Figure 1. A small window of the routed layout.
Region (30, 10) to (70, 50) um. Cells in gray, sequential cells in the stronger gray; small squares are vias.
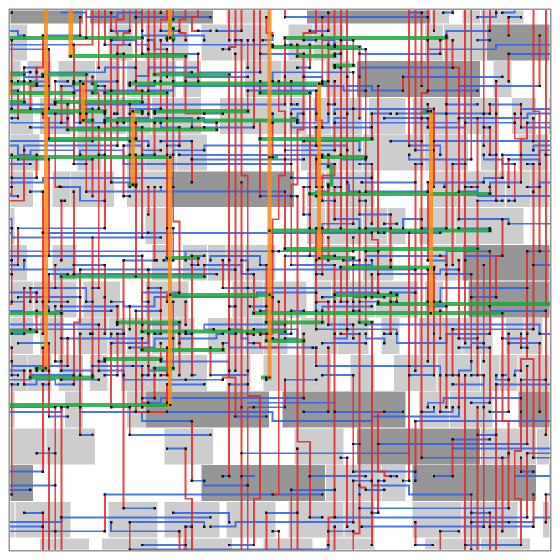
Figure 2. Clock wires, drivers and flops.
Scale bar: 20 um.
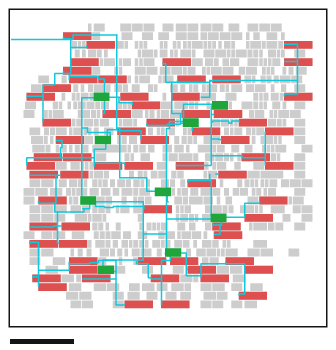
Figure 3. Wiring by layer.
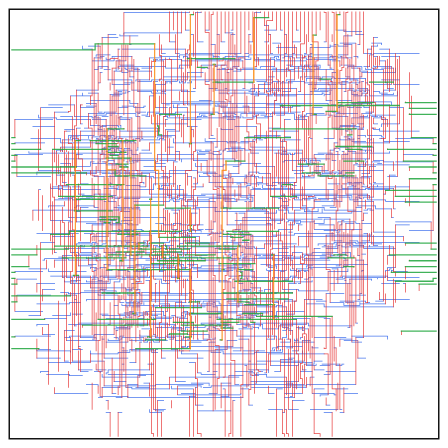
Figure 4. Metal 3.
Scale bar: 20 um.
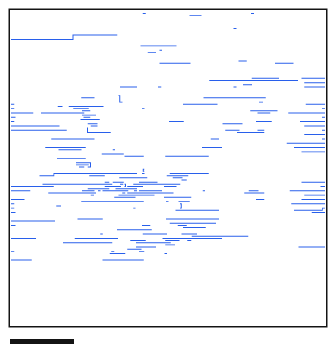
==> src/rtl/fetch_stage_if.sv <==
// Instruction-memory read bus between the fetch stage (master) and
// instruction memory (slave). A transfer completes in any cycle where
// imem_req and imem_ack are both high; imem_rdata is valid in that cycle.
interface fetch_stage_if;
    logic        imem_req;
    logic [15:0] imem_addr;
    logic        imem_ack;
    logic [15:0] imem_rdata;

    modport master (
        output imem_req,
        output imem_addr,
        input  imem_ack,
        input  imem_rdata
    );

    modport slave (
        input  imem_req,
        input  imem_addr,
        output imem_ack,
        output imem_rdata
    );
endinterface

==> src/rtl/fetch_stage.sv <==
// Instruction-fetch stage of the 16-bit pipelined RISC core.
// Owns the PC, issues word reads over the imem req/ack bus, splits the
// selected word into IF/ID fields and drives the IF/ID write enable.
// Stalls, redirects and flush bubbles are resolved here.
//
// Optional build macro: FETCH_PERF_CNT_EN adds saturating fetch_count and
// bubble_count outputs. Without it neither ports nor counters exist.
//
// state   | meaning
// --------+---------------------------------------------------------------
// REQ     | request to PC outstanding; deliver on ack, bubble otherwise
// HOLD    | word acked during a stall, parked in hold buffer, no request
// DISCARD | request to a stale (pre-redirect) address still in flight;
//         | its data is dropped when the ack arrives
module fetch_stage #(
    parameter logic [15:0] RESET_PC         = 16'h0000,
    parameter int          OPCODE_WIDTH     = 4,
    parameter int          REG_WIDTH        = 3,
    parameter int          I_IMM_WIDTH      = 5,
    parameter int          S_IMM_WIDTH      = 9,
    parameter int          JMP_OFFSET_WIDTH = 12
) (
    input  logic                        clk,
    input  logic                        rst,
    input  logic                        stall,
    input  logic                        redirect_valid,
    input  logic [15:0]                 redirect_pc,
    fetch_stage_if.master               imem,
    output logic                        ifid_wr,
    output logic [OPCODE_WIDTH-1:0]     opcode_out,
    output logic [REG_WIDTH-1:0]        rd_out,
    output logic [REG_WIDTH-1:0]        rs1_out,
    output logic [REG_WIDTH-1:0]        rs2_out,
    output logic [I_IMM_WIDTH-1:0]      I_immediate_out,
    output logic [S_IMM_WIDTH-1:0]      S_immediate_out,
    output logic [JMP_OFFSET_WIDTH-1:0] jmp_offset_out,
    output logic                        mode_out,
    output logic [15:0]                 pc_out
`ifdef FETCH_PERF_CNT_EN
    ,
    output logic [15:0]                 fetch_count,
    output logic [15:0]                 bubble_count
`endif
);

    typedef enum logic [1:0] {
        S_REQ     = 2'd0,
        S_HOLD    = 2'd1,
        S_DISCARD = 2'd2
    } state_t;

    // Which word is presented to the IF/ID register this cycle.
    typedef enum logic [1:0] {
        SEL_NOP  = 2'd0,
        SEL_LIVE = 2'd1,
        SEL_HOLD = 2'd2
    } sel_t;

    state_t      state, state_next;
    sel_t        sel;
    logic [15:0] pc, pc_next;
    logic [15:0] hold_instr, hold_instr_next;
    logic [15:0] hold_pc, hold_pc_next;
    logic [15:0] disc_addr, disc_addr_next;
    logic [15:0] word;

    // State register.
    always_ff @(posedge clk or posedge rst) begin
        if (rst) begin
            state <= S_REQ;
        end else begin
            state <= state_next;
        end
    end

    // PC, hold buffer and stale-request address registers.
    always_ff @(posedge clk or posedge rst) begin
        if (rst) begin
            pc         <= RESET_PC;
            hold_instr <= 16'h0000;
            hold_pc    <= 16'h0000;
            disc_addr  <= 16'h0000;
        end else begin
            pc         <= pc_next;
            hold_instr <= hold_instr_next;
            hold_pc    <= hold_pc_next;
            disc_addr  <= disc_addr_next;
        end
    end

    // Next-state and next-PC selection; redirect outranks stall everywhere.
    always_comb begin
        state_next      = state;
        pc_next         = pc;
        hold_instr_next = hold_instr;
        hold_pc_next    = hold_pc;
        disc_addr_next  = disc_addr;
        case (state)
            S_REQ: begin
                if (redirect_valid) begin
                    pc_next         = redirect_pc;
                    hold_instr_next = 16'h0000;
                    hold_pc_next    = 16'h0000;
                    if (!imem.imem_ack) begin
                        // The unacked request keeps its address on the bus.
                        state_next     = S_DISCARD;
                        disc_addr_next = pc;
                    end
                end else if (imem.imem_ack) begin
                    if (!stall) begin
                        pc_next = pc + 16'd1;
                    end else begin
                        hold_instr_next = imem.imem_rdata;
                        hold_pc_next    = pc;
                        state_next      = S_HOLD;
                    end
                end
            end
            S_HOLD: begin
                if (redirect_valid) begin
                    pc_next         = redirect_pc;
                    hold_instr_next = 16'h0000;
                    hold_pc_next    = 16'h0000;
                    state_next      = S_REQ;
                end else if (!stall) begin
                    pc_next    = hold_pc + 16'd1;
                    state_next = S_REQ;
                end
            end
            S_DISCARD: begin
                if (redirect_valid) begin
                    pc_next         = redirect_pc;
                    hold_instr_next = 16'h0000;
                    hold_pc_next    = 16'h0000;
                end
                // Once the stale transfer completes nothing is outstanding.
                if (imem.imem_ack) begin
                    state_next = S_REQ;
                end
            end
            default: begin
                state_next = S_REQ;
            end
        endcase
    end

    // Bus request and IF/ID write/selection; everything is quiet in reset.
    always_comb begin
        imem.imem_req  = 1'b0;
        imem.imem_addr = pc;
        ifid_wr        = 1'b0;
        sel            = SEL_NOP;
        if (!rst) begin
            case (state)
                S_REQ: begin
                    imem.imem_req = 1'b1;
                    if (redirect_valid) begin
                        ifid_wr = 1'b1;
                    end else if (!stall) begin
                        ifid_wr = 1'b1;
                        if (imem.imem_ack) begin
                            sel = SEL_LIVE;
                        end
                    end
                end
                S_HOLD: begin
                    if (redirect_valid) begin
                        ifid_wr = 1'b1;
                    end else if (!stall) begin
                        ifid_wr = 1'b1;
                        sel     = SEL_HOLD;
                    end
                end
                S_DISCARD: begin
                    imem.imem_req  = 1'b1;
                    imem.imem_addr = disc_addr;
                    ifid_wr        = redirect_valid | ~stall;
                end
                default: begin
                    ifid_wr = 1'b0;
                end
            endcase
        end
    end

    // Word mux and field split in the layout the IF/ID register expects.
    always_comb begin
        word            = 16'h0000;
        pc_out          = 16'h0000;
        rd_out          = '0;
        rs1_out         = '0;
        rs2_out         = '0;
        I_immediate_out = '0;
        S_immediate_out = '0;
        jmp_offset_out  = '0;
        mode_out        = 1'b0;
        case (sel)
            SEL_LIVE: begin
                word   = imem.imem_rdata;
                pc_out = pc;
            end
            SEL_HOLD: begin
                word   = hold_instr;
                pc_out = hold_pc;
            end
            default: begin
                word   = 16'h0000;
                pc_out = 16'h0000;
            end
        endcase
        opcode_out = word[15:12];
        if (word[15:12] <= 4'd2) begin
            rd_out  = word[11:9];
            rs1_out = word[8:6];
            rs2_out = word[5:3];
        end else if (word[15:12] <= 4'd8) begin
            mode_out        = word[11];
            rd_out          = word[10:8];
            rs1_out         = word[7:5];
            I_immediate_out = word[4:0];
        end else if (word[15:12] <= 4'd11) begin
            jmp_offset_out = word[11:0];
        end else begin
            rs1_out         = word[11:9];
            S_immediate_out = word[8:0];
        end
    end

`ifdef FETCH_PERF_CNT_EN
    // Saturating counts of real instructions and NOP words written to IF/ID.
    always_ff @(posedge clk or posedge rst) begin
        if (rst) begin
            fetch_count  <= 16'h0000;
            bubble_count <= 16'h0000;
        end else if (ifid_wr) begin
            if (sel != SEL_NOP) begin
                if (fetch_count != 16'hFFFF) fetch_count <= fetch_count + 16'd1;
            end else begin
                if (bubble_count != 16'hFFFF) bubble_count <= bubble_count + 16'd1;
            end
        end
    end
`endif

endmodule

==> src/flat_wrapper.sv <==
// flat-port wrapper written by rule: the top's interface ports become plain ports
module fetch_stage_flat 
#(
    parameter logic [15:0] RESET_PC         = 16'h0000,
    parameter int          OPCODE_WIDTH     = 4,
    parameter int          REG_WIDTH        = 3,
    parameter int          I_IMM_WIDTH      = 5,
    parameter int          S_IMM_WIDTH      = 9,
    parameter int          JMP_OFFSET_WIDTH = 12
)
  (clk, rst, stall, redirect_valid, redirect_pc, ifid_wr, opcode_out, rd_out, rs1_out, rs2_out, I_immediate_out, S_immediate_out, jmp_offset_out, mode_out, pc_out, imem_imem_req, imem_imem_addr, imem_imem_ack, imem_imem_rdata);
  fetch_stage_if imem_i ();
  input  logic clk;
  input  logic rst;
  input  logic stall;
  input  logic redirect_valid;
  input  logic [15:0] redirect_pc;
  output logic ifid_wr;
  output logic [OPCODE_WIDTH-1:0] opcode_out;
  output logic [REG_WIDTH-1:0] rd_out;
  output logic [REG_WIDTH-1:0] rs1_out;
  output logic [REG_WIDTH-1:0] rs2_out;
  output logic [I_IMM_WIDTH-1:0] I_immediate_out;
  output logic [S_IMM_WIDTH-1:0] S_immediate_out;
  output logic [JMP_OFFSET_WIDTH-1:0] jmp_offset_out;
  output logic mode_out;
  output logic [15:0] pc_out;
  output wire logic [$bits(imem_i.imem_req)-1:0] imem_imem_req;
  output wire logic [$bits(imem_i.imem_addr)-1:0] imem_imem_addr;
  input wire logic [$bits(imem_i.imem_ack)-1:0] imem_imem_ack;
  input wire logic [$bits(imem_i.imem_rdata)-1:0] imem_imem_rdata;
  assign imem_imem_req = imem_i.imem_req;
  assign imem_imem_addr = imem_i.imem_addr;
  assign imem_i.imem_ack = imem_imem_ack;
  assign imem_i.imem_rdata = imem_imem_rdata;
  fetch_stage #(.RESET_PC(RESET_PC), .OPCODE_WIDTH(OPCODE_WIDTH), .REG_WIDTH(REG_WIDTH), .I_IMM_WIDTH(I_IMM_WIDTH), .S_IMM_WIDTH(S_IMM_WIDTH), .JMP_OFFSET_WIDTH(JMP_OFFSET_WIDTH)) u_core (.clk(clk), .rst(rst), .stall(stall), .redirect_valid(redirect_valid), .redirect_pc(redirect_pc), .imem(imem_i), .ifid_wr(ifid_wr), .opcode_out(opcode_out), .rd_out(rd_out), .rs1_out(rs1_out), .rs2_out(rs2_out), .I_immediate_out(I_immediate_out), .S_immediate_out(S_immediate_out), .jmp_offset_out(jmp_offset_out), .mode_out(mode_out), .pc_out(pc_out));
endmodule
==> config.mk <==
export PLATFORM = sky130hd
export DESIGN_NAME = fetch_stage_flat
export DESIGN_NICKNAME = d
export VERILOG_FILES = /design/src/rtl/fetch_stage_if.sv /design/src/rtl/fetch_stage.sv /design/src/flat_wrapper.sv
export SDC_FILE = /design/constraint.sdc
export NUM_CORES = 1
export LEC_CHECK = 0
export CAP_MARGIN = 20
export CORE_MARGIN = 4
export CORE_UTILIZATION = 54
export DETAILED_ROUTE_END_ITERATION = 10
export PLACE_DENSITY = 0.86
export SETUP_SLACK_MARGIN = 0.15
export SYNTH_ARGS = -nofsm -noshare
export SYNTH_HDL_FRONTEND = slang
export SYNTH_SLANG_ARGS = --single-unit
==> constraint.sdc <==
create_clock -name clk -period 10.2 [get_ports clk]
set_input_delay 1.53 -clock clk [delete_from_list [all_inputs] [get_ports clk]]
set_output_delay 1.53 -clock clk [all_outputs]
set_load 0.02 [all_outputs]
==> ci_impl_report.md <==
## Implementation flow summary

| Metric | Value |
|---|---|
| Netlist Area Pre-Place | 4506 um2 |
| Clock tree buffer depth | 2 |
| DPL Wire Length | 9548 um |
| H-tree levels | 3 |
| Layout filler cell count | 621 |
| Crit end category | output port |
| Vias/cell | 6.204 |
| Worst-path maximum fanout | 33 |
| ANT cells | 0 |
| Max layer used | met4 |
| Worst path arrival time | 5.09 ns |
| GRT met2 Usage | 47.06% |
| Fin area | 5816 um2 |
| Final Max Slew Viols | 0 |
| Post-CTS setup buffers | 0 |
| CTS Sinks | 66 |
| Worst Setup EP | rs1_out[0] |
| Hold WS | 0.4928 ns |
| Post-Place Worst Slack | 3.699 ns |
| Layout Utilization | 71.14% |
| Met3 Routed Length | 1044 um |
| Worst skew pair latency | 0.37 ns |
| Max Clk Rate | 151.0 MHz |
| Asr flop ratio synth | 100.0% |
| Layout net count | 690 |
| Global routing's busiest layer | met2 |
| Drt pass-1 iters | 5 |
| Startpoint Class | primary input |
| Root Driver | clkbuf_8 |
| Hold buffers post-CTS | 0 |
| RR Endpoint | u_core.pc[11] |
| Cells after Synth | 563 |
| Remaining antenna violation count | 0 |
| Largest net degree at the start of global routing | 67 |
| Worst Tran Pin Value | 1.113 ns |
| Synth unique cells | 51 |
| Dominant Register Cell | dfrtp_1 |
| Synth area leader | dfrtp_1 |
| Row count | 33 |
| Flop2flop setup slack | 7.19 ns |
| Top area cell types | dfrtp_1 37%, mux2_2 8.0%, nand2_1 7.8% |
| FF-to-FF Start | u_core.state[0] |
| Core area | 8175 um2 |
| Yosys stat area | 4506 um2 |
| RSZ-0062 raised after global routing | no |
| Initial antenna violation count | 0 |
| Total die area | 9869 um2 |
| Initial Util | 55.11% |
| TNS Setup | 0 ns |
| Die width | 99.35 um |
| Vias in the first global route | 4560 |
| PD cells | 243.0 nW/um2 |
| Ys Warns | 0 |
| R2R depth | 7 |
| Peak VDD IR | 0.1522 mV |
| Cts repair resizes | 0 |
| Leak | 2.216 nW |
| EDFF count, synth | 0 |
| Seq share, synth | 36.66% |
| Metal1 wirelength | 5471 um |
| Placed cell areas | 5612 um2 |
| Slew margin rel. | 25.62% |
| Hold Violations, Final | 0 |
| M1 GR Usage | 35.75% |
| Residual DRC count | 0 |
| Flop area | 1652 um2 |
| Crit path launch | redirect_valid |
| Period utilization | 64.94% |
| Tool warning count | 30 |
| Outcome | complete, no violations |
| Maxcap violations | 0 |
| Mean Syn Cell Area | 8.003 um2 |
| Total congestion overflow | 0 |
| Seq cells post-synth | 66 |
| Worst-path clk slew | 0.08 ns |
| IO buf count | 110 |
| CP Class | primary input to output port |
| Area Overhead vs Synth | 29.08% |
| # Cells Yosys | 563 |
| Gpl congestion | 0.9086 |
| Die height | 99.35 um |
| HP Start | u_core.hold_instr[0] |
| Final setup viols | 0 |
| I/O pin cnt | 111 |
| TritonCTS clock tree | done |
| Met2 wire len | 6796 um |
| HP Class | register to register |
| Final worst setup slack | 3.576 ns |
| Post-synth top area share | 36.66% |
| Share of layout cells above drive strength 1 | 10.15% |
| Total CTS buffers | 9 |
| WP data required | 8.67 ns |
| Initial DRC count | 501 |
| Comb. cell area | 2638 um2 |
| Nets at Floorplan | 608 |
| First-pass GRT wire length | 22510 um |
Back to the opening pictures, Figure 1:
| color | layer |
|---|---|
| red | metal 2 |
| blue | metal 1 |
| green | metal 3 |
| orange | metal 4 |
netlist names of flops here include: `u_core.pc` (7), `u_core.disc_addr` (3)
most frequent: nand2_1 (18), nor2_1 (12), o21ai_0 (11)
cells with their middle in the window: 142
sequential cells in the window: 10

Back to the opening pictures, Figure 2:
[red] flip-flops | count: 66
[green] clock drivers | count: 9
[cyan] clock wires | length: 952 um
flops lie: spread over the die
routed clock nets: 10
Clk pwr share: 16.4%
Clk. pwr: 0.232 mW
skew final: 0.01725 ns

Back to the opening pictures, Figure 3:
| color | layer | wire length |
|---|---|---|
| green | metal 3 | 1050 um |
| red | metal 2 | 6800 um |
| blue | metal 1 | 5470 um |
| orange | metal 4 | 420 um |
DR WL/cell: 18.19 um
drt total wl: 13730 um
GRT Overall Usage: 28.10%

Back to the opening pictures, Figure 4:
main direction: horizontal
wire length on this layer: 1050 um
met3 track demand over resource: 5.470%
Vias: 4684

## cells by family (layout without fill, tap and decap cells)
group | after synthesis | in the layout | synth area share (%)
adder cells (fa/ha/maj) | 8 | 8 | 2.222
buffers and inverters | 56 | 143 | 5.165
flip-flops | 66 | 66 | 36.66
AND/OR/NAND/NOR | 228 | 228 | 21.97
XOR/XNOR | 18 | 18 | 3.499
multiplexers | 38 | 38 | 9.331
AND-OR/OR-AND | 149 | 149 | 21.16
## power breakdown
part | internal, mW | switching, mW
clock | 0.119 | 0.112
sequential | 0.378 | 0.153
combinational | 0.282 | 0.367
## through the flow
step,cells,total power [mW]
after floorplan,563,0.9505
after global placement,739,1.142
after detailed placement,739,1.173
after CTS,755,1.403
after global routing,755,1.504
final,755,1.413
## registers in the layout, indices dropped and copies added (netlist names)
register           count
u_core.disc_addr      16
u_core.hold_instr     16
u_core.hold_pc        16
u_core.pc             16
u_core.state           2
## worst max-delay path: stages
cell and delay, ns:
clkdlybuf4s50_1 0.40, buf_4 0.24, nor2b_1 0.36, nand2_1 0.16, inv_1 0.09, ha_1 0.14, buf_4 0.33, a22oi_1 0.23
nor2_1 0.26, nand2_1 0.33, nor2_1 0.19, a21oi_1 0.05, a21oi_1 0.15, clkdlybuf4s50_1 0.62
## cells in the mapped netlist, types with 3 or more instances
cell type / count
a221oi_1: 4
inv_1: 10
nand3_1: 12
buf_1: 3
or2_2: 3
mux2_2: 32
nand4_1: 6
a31oi_1: 4
nor2_1: 77
o211ai_1: 3
a22oi_1: 36
o21ai_0: 53
nor2b_1: 3
nand2b_1: 3
clkbuf_1: 29
nor3_1: 13
a21oi_1: 19
nand2_1: 94
xnor2_1: 11
and3_1: 6
dfrtp_1: 66
buf_2: 10
xor2_1: 7
a211oi_1: 3
ha_1: 8
o22ai_1: 7
mux2i_1: 6
a22o_1: 3
## final cells by class
type / instances / share of cell area (%)
clock buffers: 10 / 2.367
clock inverters: 6 / 1.140
inverters: 10 / 0.6454
multi-input cells: 441 / 45.35
flip-flops and latches: 66 / 28.40
well taps: 105 / 2.259
repair buffers: 117 / 19.84
## layout by cell type, fill, tap and decap left out, drive strengths merged, types with 4 or more instances in the layout
| cell | n |
|---|---|
| ha | 8 |
| a31oi | 4 |
| nand2 | 94 |
| a21oi | 19 |
| mux2i | 6 |
| xnor2 | 11 |
| inv | 10 |
| xor2 | 7 |
| nor2 | 77 |
| nand4 | 6 |
| o22ai | 7 |
| and3 | 7 |
| o21ai | 54 |
| nand3 | 12 |
| buf | 7 |
| mux2 | 32 |
| nor3 | 13 |
| a221oi | 4 |
| a22oi | 36 |
| dfrtp | 66 |
| clkbuf | 10 |
| clkdlybuf4s50 | 110 |
## worst min path at each step
stage / slack (ns) / cells past startpoint / to
2_1_floorplan: 0.45 / 2 / u_core.hold_instr[0]
3_3_place_gp: 0.47 / 2 / u_core.hold_instr[2]
3_5_place_dp: 0.48 / 2 / u_core.hold_instr[5]
4_1_cts: 0.49 / 2 / u_core.hold_instr[2]
5_1_grt: 0.51 / 2 / u_core.hold_instr[15]
6_report: 0.49 / 2 / u_core.hold_instr[0]
No activity file was given, so power comes from the tool's default toggle rates.
